`config.mk`:
```
export PLATFORM = sky130hd
export DESIGN_NAME = wb_master_pipelined
export DESIGN_NICKNAME = d
export VERILOG_FILES = /design/src/rtl/wb_master_pipelined.sv
export SDC_FILE = /design/constraint.sdc
export NUM_CORES = 1
export LEC_CHECK = 0
export CAP_MARGIN = 20
export CORE_MARGIN = 1
export CORE_UTILIZATION = 35
export CTS_CLUSTER_SIZE = 30
export DETAILED_ROUTE_END_ITERATION = 10
export PLACE_DENSITY = 0.82
export SYNTH_ARGS = -nofsm -noshare
export SYNTH_HDL_FRONTEND = slang
export SYNTH_SLANG_ARGS = --single-unit
```
`constraint.sdc`:
```
create_clock -name clk -period 1.9 [get_ports clk]
set_input_delay 0.38 -clock clk [delete_from_list [all_inputs] [get_ports clk]]
set_output_delay 0.38 -clock clk [all_outputs]
set_load 0.005 [all_outputs]
```
`src/rtl/wb_master_pipelined.sv`:
```
// ---------------------------------------------------------------------------
// wb_master_pipelined
//
// Wishbone classic-pipelined bus master. A single burst command is turned
// into back-to-back pipelined strobes. The master honours wb_stall_i and
// limits how many strobes may be accepted but not yet acknowledged. Read
// data and write acceptance are returned to the requester.
//
// Optional feature (compile-time macro WB_MASTER_TIMEOUT_EN):
//   The watchdog counts cycles with cyc high and no ack. It is cleared on
//   every ack and at burst start. When it reaches TIMEOUT, the burst is
//   aborted and err pulses. Without the macro, err is always 0 and a lost
//   ack holds the master in DRAIN until reset.
//
// Ports:
//   clk, rst_n            clock, asynchronous active-low reset
//   cmd_valid/cmd_ready   command handshake (ready only when idle)
//   cmd_we/adr/len        burst direction, base word address, beats-1
//   wr_data / wr_ready    current write beat / pulse when slave takes it
//   rd_data / rd_valid    read beat / pulse on each read ack
//   done                  one-cycle pulse after the final ack
//   err                   one-cycle pulse on watchdog abort
//   wb_*                  Wishbone pipelined master interface
// ---------------------------------------------------------------------------
module wb_master_pipelined #(
    parameter int unsigned LEN_W           = 8,
    parameter int unsigned MAX_OUTSTANDING = 4,
    parameter int unsigned TIMEOUT         = 255
) (
    input  logic             clk,
    input  logic             rst_n,
    input  logic             cmd_valid,
    output logic             cmd_ready,
    input  logic             cmd_we,
    input  logic [15:0]      cmd_adr,
    input  logic [LEN_W-1:0] cmd_len,
    input  logic [15:0]      wr_data,
    output logic             wr_ready,
    output logic [15:0]      rd_data,
    output logic             rd_valid,
    output logic             done,
    output logic             err,
    output logic             wb_cyc_o,
    output logic             wb_stb_o,
    output logic             wb_we_o,
    output logic [15:0]      wb_adr_o,
    output logic [15:0]      wb_dat_o,
    input  logic [15:0]      wb_dat_i,
    input  logic             wb_ack_i,
    input  logic             wb_stall_i
);

    if (MAX_OUTSTANDING == 0 || MAX_OUTSTANDING > 15 || TIMEOUT == 0) begin : g_param_check
        $error("wb_master_pipelined: MAX_OUTSTANDING must be 1..15 and TIMEOUT nonzero");
    end

    typedef enum logic [1:0] {IDLE, ISSUE, DRAIN} state_t;

    localparam logic [3:0]     MAX_OUT = 4'(MAX_OUTSTANDING);
    localparam logic [LEN_W:0] ONE_BEAT = (LEN_W+1)'(1);

    state_t         state_q;
    logic           we_q;
    logic           cyc_q;
    logic           done_q;
    logic           err_q;
    logic [15:0]    adr_q;
    logic [15:0]    adr_d;
    logic [LEN_W:0] issue_left_q;
    logic [LEN_W:0] ack_left_q;
    logic [LEN_W:0] beats_d;
    logic [3:0]     out_q;
    logic [3:0]     out_d;

    logic busy;
    logic stb;
    logic accept;
    logic ack;
    logic last_ack;

    assign busy     = (state_q != IDLE);
    // Strobe is derived from registered state only, so it never depends
    // combinationally on the slave's ack or stall.
    assign stb      = (state_q == ISSUE) && (issue_left_q != '0) && (out_q < MAX_OUT);
    assign accept   = stb && !wb_stall_i;
    // Acks outside a burst (or beyond the expected count) are ignored.
    assign ack      = busy && wb_ack_i && (ack_left_q != '0);
    assign last_ack = ack && (ack_left_q == ONE_BEAT);

    assign adr_d   = adr_q + 16'd1;
    assign beats_d = {1'b0, cmd_len} + ONE_BEAT;

    // Accept and ack in the same cycle cancel out.
    always_comb begin
        out_d = out_q;
        if (accept && !ack) begin
            out_d = out_q + 4'd1;
        end else if (!accept && ack && (out_q != 4'd0)) begin
            out_d = out_q - 4'd1;
        end
    end

    assign cmd_ready = (state_q == IDLE);
    assign wb_cyc_o  = cyc_q;
    assign wb_stb_o  = stb;
    assign wb_we_o   = we_q;
    assign wb_adr_o  = adr_q;
    assign wb_dat_o  = (busy && we_q) ? wr_data : 16'h0000;
    assign wr_ready  = accept && we_q;
    assign rd_valid  = ack && !we_q;
    assign rd_data   = rd_valid ? wb_dat_i : 16'h0000;
    assign done      = done_q;
    assign err       = err_q;

`ifdef WB_MASTER_TIMEOUT_EN
    localparam int unsigned WD_W = $clog2(TIMEOUT + 1);
    localparam logic [WD_W-1:0] WD_LAST = WD_W'(TIMEOUT - 1);
    logic [WD_W-1:0] wdog_q;
`endif

    always_ff @(posedge clk or negedge rst_n) begin
        if (!rst_n) begin
            state_q      <= IDLE;
            we_q         <= 1'b0;
            cyc_q        <= 1'b0;
            done_q       <= 1'b0;
            err_q        <= 1'b0;
            adr_q        <= 16'h0000;
            issue_left_q <= '0;
            ack_left_q   <= '0;
            out_q        <= 4'd0;
`ifdef WB_MASTER_TIMEOUT_EN
            wdog_q       <= '0;
`endif
        end else begin
            done_q <= 1'b0;
            err_q  <= 1'b0;
            out_q  <= out_d;
            if (accept) begin
                adr_q        <= adr_d;
                issue_left_q <= issue_left_q - ONE_BEAT;
            end
            if (ack) begin
                ack_left_q <= ack_left_q - ONE_BEAT;
            end

            case (state_q)
                IDLE: begin
                    if (cmd_valid) begin
                        we_q         <= cmd_we;
                        adr_q        <= cmd_adr;
                        issue_left_q <= beats_d;
                        ack_left_q   <= beats_d;
                        out_q        <= 4'd0;
                        cyc_q        <= 1'b1;
                        state_q      <= ISSUE;
                    end
                end
                ISSUE: begin
                    if (last_ack) begin
                        cyc_q   <= 1'b0;
                        done_q  <= 1'b1;
                        state_q <= IDLE;
                    end else if (accept && (issue_left_q == ONE_BEAT)) begin
                        state_q <= DRAIN;
                    end
                end
                DRAIN: begin
                    if (last_ack) begin
                        cyc_q   <= 1'b0;
                        done_q  <= 1'b1;
                        state_q <= IDLE;
                    end
                end
                default: state_q <= IDLE;
            endcase

`ifdef WB_MASTER_TIMEOUT_EN
            if (!busy || ack) begin
                wdog_q <= '0;
            end else if (wdog_q == WD_LAST) begin
                // Abort: the slave has gone silent for TIMEOUT cycles.
                wdog_q       <= '0;
                cyc_q        <= 1'b0;
                err_q        <= 1'b1;
                issue_left_q <= '0;
                ack_left_q   <= '0;
                out_q        <= 4'd0;
                state_q      <= IDLE;
            end else begin
                wdog_q <= wdog_q + WD_W'(1);
            end
`endif
        end
    end

endmodule
```
### Congestion heat map

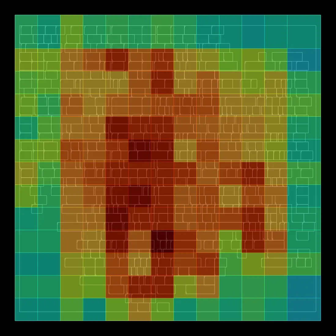
met1 routing resource usage after global routing: 25.9%
detail-routed net length per standard cell: 18.6 µm
global route hottest layer: met2
met3 demand-to-capacity share in global routing: 4.39%

### Cell sizes after repair

Drawn at 4 px/µm.
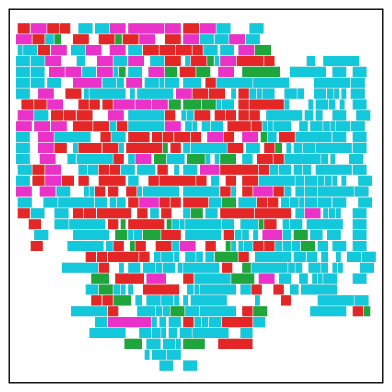
[cyan] _0 and _1 cells | cells: 304 | most used: clkdlybuf4s50_1
[red] _3 and _4 cells | cells: 132 | most used: buf_4
[magenta] _6 and larger | cells: 55 | most used: buf_6
[green] _2 cells | cells: 39

==> tab_implementation.tex <==
% Table of physical implementation metrics
\begin{tabular}{lr}
\hline
Metric & Value \\
\hline
\multicolumn{2}{l}{\textbf{GRT}} \\
Number of global-route vias before repair & 3423 \\
Antenna violations before repair & 0 \\
Pin count of the biggest net entering global routing & 44 \\
Wire length of the first global-routing pass & 15.7 mm \\
Overflow after GRT & 0 \\
\multicolumn{2}{l}{\textbf{Yosys}} \\
Area fraction in xor and xnor cells & 9.67\% \\
Mean instance size in the synthesized netlist & 8.81 µm² \\
Top cell type's share of synthesized area & 37.1\% \\
Count of flip-flops with a built-in enable after synthesis & 0 \\
Cell Area, Synth & 0.00290 mm² \\
Main flop type & dfrtp\_1 \\
Seq/Total Area, Yosys & 37.1\% \\
Post-synthesis cell count & 329 \\
Post-synthesis share of cell area spent on full adders, half adders and majority gates & 5.18\% \\
Ys async rst share & 100\% \\
Yosys warning count & 0 \\
Dominant non-sequential cell family after synthesis & simple AND/OR/NAND/NOR gates \\
Cells in synth\_stat.txt & 329 \\
Top cells by area in the synthesized netlist & dfrtp\_1 37\%, xor2\_1 7.3\%, ha\_1 5.2\% \\
\multicolumn{2}{l}{\textbf{Cells and area}} \\
Area of the multi-input gates & 0.00219 mm² \\
Multi-input combinational cell count & around 260 \\
Fraction of area in multi-input gates & roughly two fifths \\
Number of non-clock buffers in the layout & just over 200 \\
Post-route cell area & 0.00549 mm² \\
Biggest Area Class & multi-input combinational cells \\
Fin nets & 603 \\
Share of cells above drive strength 1 & between 40\% and 50\% \\
Non-clk buf share & 35.3\% \\
Share of the final layout cell area in sequential cells & 19.6\% \\
Number of antenna diodes & 0 \\
Synth-to-Final Area Change & 89.3\% \\
\multicolumn{2}{l}{\textbf{Final timing}} \\
Setup violations, final & 59 \\
Tcrit/Tclk final & 120\% \\
Min Hold Slack & between 0.1 and 0.15 ns \\
Shortest period the worst path allows & $\sim$2.3 ns \\
Final-report max-slew violation count & 0 \\
Post-route clock skew & 0.0140 ns \\
Maximum frequency from static timing analysis & 439 MHz \\
Final count of hold timing violations & 0 \\
Fin worst setup slack & -0.376 ns \\
\multicolumn{2}{l}{\textbf{Worst setup path}} \\
Max stage delay cell, worst path & dfrtp\_1 \\
Worst path top cell family by delay & simple AND/OR/NAND/NOR gates \\
CP Cell Sequence & inv\_2 -> ha\_4 -> nor4b\_4 -> a21oi\_4 -> clkbuf\_16 -> and3\_4 -> buf\_6 \\
Buffers plus inverters on the worst setup path & 3 \\
Crit Path Category & register to output pin \\
CP Max Fanout & 8 \\
Signal arrival time at the worst endpoint & 1.90 ns \\
Critical Path RT & 1.52 ns \\
\multicolumn{2}{l}{\textbf{Power}} \\
Worst ir drop on vdd & 829 µV \\
Combinational cell fraction of total power & about two thirds \\
Leakage Power & 2.39 nW \\
Net switching power of the design & between 3 and 4 mW \\
Int Pwr & roughly 4.4 mW \\
Share of power burned in the clock network & 9.9\% \\
Pwr per Cell Area & 1360 mW/mm² \\
\multicolumn{2}{l}{\textbf{Floorplanning}} \\
Well-Tap Cells & 102 \\
I/O pin count & 118 \\
Die Span X & 93.0 µm \\
Die Y & 93.0 µm \\
\multicolumn{2}{l}{\textbf{Clock tree}} \\
Clock edge transition at the registers on the reported setup and hold paths & 0.10 ns \\
Clock latency on the worst-skew pair & 0.30 ns \\
Bufs on Longest Clock Path & 2 \\
Number of CTS-inserted buffers & 5 \\
H-tree levels & 2 \\
TritonCTS clock tree & done \\
\multicolumn{2}{l}{\textbf{Hold path}} \\
Worst Hold Class & input pin to asynchronous set/reset pin \\
\multicolumn{2}{l}{\textbf{Detailed routing}} \\
Top routing layer in use & met4 \\
Final wirelength & 11.7 mm \\
Number of detailed-routing iterations run before antenna repair & 4 \\
DR vias/cell & 5.36 \\
Antenna-violating nets left & 0 \\
Total via count in the routed design & 3387 \\
\multicolumn{2}{l}{\textbf{Placement}} \\
DP HPWL & 6.71 mm \\
Global placement routability congestion & 0.879 \\
\multicolumn{2}{l}{\textbf{Status}} \\
Status & complete, but fails checks \\
Violations in the final reports & negative setup slack \\
\hline
\end{tabular}
### Signal wires on met3

Drawn at 3 px/µm.
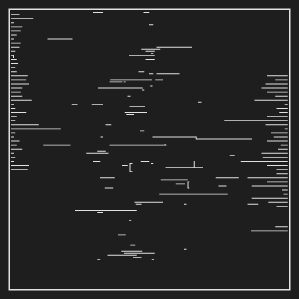
main direction: horizontal
nets with wire on the layer: 113
share of all routed wire: 5.8%

==> worst paths after layout <==
check                         startpoint      endpoint  slack (ns)  cells past startpoint
max in group asynchronous          rst_n      out_q[2]        1.33                      2
min in group clk            wb_adr_o[15]  wb_adr_o[15]        0.57                      2
hold reg to reg             wb_adr_o[15]  wb_adr_o[15]        0.57                      2
hold / removal                     rst_n  wb_adr_o[12]        0.15                      2
setup reg to reg           ack_left_q[1]      out_q[1]       -0.30                      9
setup / recovery           ack_left_q[1]    rd_data[9]       -0.38                      7
==> what timing repair did <==
item	CTS	global route
pin swaps	38	36
setup buffers	23	18
endpoints found under the setup margin	51	62
gates resized	234	71
hold endpoints to repair	0	0
cloned	2	0
==> power groups by stage <==
| stage | Clock [mW] | Sequential, mW | Combinational, mW |
|---|---|---|---|
| after floorplan | 0 | 1.74 | 1.55 |
| after global placement | 0 | 1.72 | 3.28 |
| after detailed placement | 0 | 1.75 | 3.39 |
| after CTS | 0.730 | 1.77 | 4.03 |
| after global routing | 0.789 | 1.85 | 5.20 |
| final | 0.736 | 1.81 | 4.91 |
==> cell usage after synthesis (all sizes together), types with 4 or more instances <==
library cell / count
inv: 13
xor2: 24
nand2: 32
a211oi: 5
nor3: 5
clkbuf: 9
nand4: 10
o21ai: 20
nor2: 26
and2: 23
a21oi: 16
dfrtp: 43
a31oi: 4
nand3: 13
and3: 23
xnor2: 8
ha: 12
==> state kept, by name, indices dropped and copies added, names as in the netlist <==
name and cells:
wb_we_o 1, ack_left_q 9, state_q 2, out_q 4, wb_cyc_o 1, wb_adr_o 16, issue_left_q 9, done 1
==> worst reg2reg max path, stage by stage (launching register included) <==
cell      delay (ns)
dfrtp_1         0.42
inv_2           0.09
ha_4            0.13
nor4b_4         0.34
buf_4           0.20
a21o_1          0.16
buf_6           0.11
buf_8           0.13
o21ai_2         0.08
a221oi_2        0.41
==> placed cells by master, fill, tap and decap left out, drive strengths merged, types with 2 or more instances in the layout <==
cell type | synthesis | final
clkbuf | 9 | 6
a31o | 2 | 2
and4 | 2 | 2
xor2 | 24 | 24
clkinv | 0 | 2
o21ai | 20 | 20
a21o | 2 | 2
buf | 3 | 124
ha | 12 | 12
nor3 | 5 | 5
nand3 | 13 | 13
and2 | 23 | 23
or3 | 2 | 2
nand4b | 2 | 2
nor3b | 2 | 2
nor4 | 2 | 2
dfrtp | 43 | 43
a311oi | 2 | 2
a21oi | 16 | 16
a21boi | 3 | 3
inv | 13 | 13
nor4b | 3 | 3
nor2 | 26 | 26
clkdlybuf4s50 | 0 | 79
nand4 | 10 | 10
nand2 | 32 | 32
xnor2 | 8 | 8
or4 | 2 | 2
and3 | 23 | 23
a211oi | 5 | 5
a31oi | 4 | 4
nor2b | 2 | 2
==> stage by stage <==
stage	setup slack [ns]	utilization (%)	TNS (ns)	instances
floorplan	0.0151	-	0	329
global placement	-0.463	58.3	-11.74	591
detailed placement	-0.459	58.3	-13.45	591
CTS	-0.269	65.2	-5.63	621
global route	-0.464	69.9	-15.57	632
finish	-0.376	69.9	-11.81	632
Power figures rest on the tool's default switching activity, not on a simulated workload.
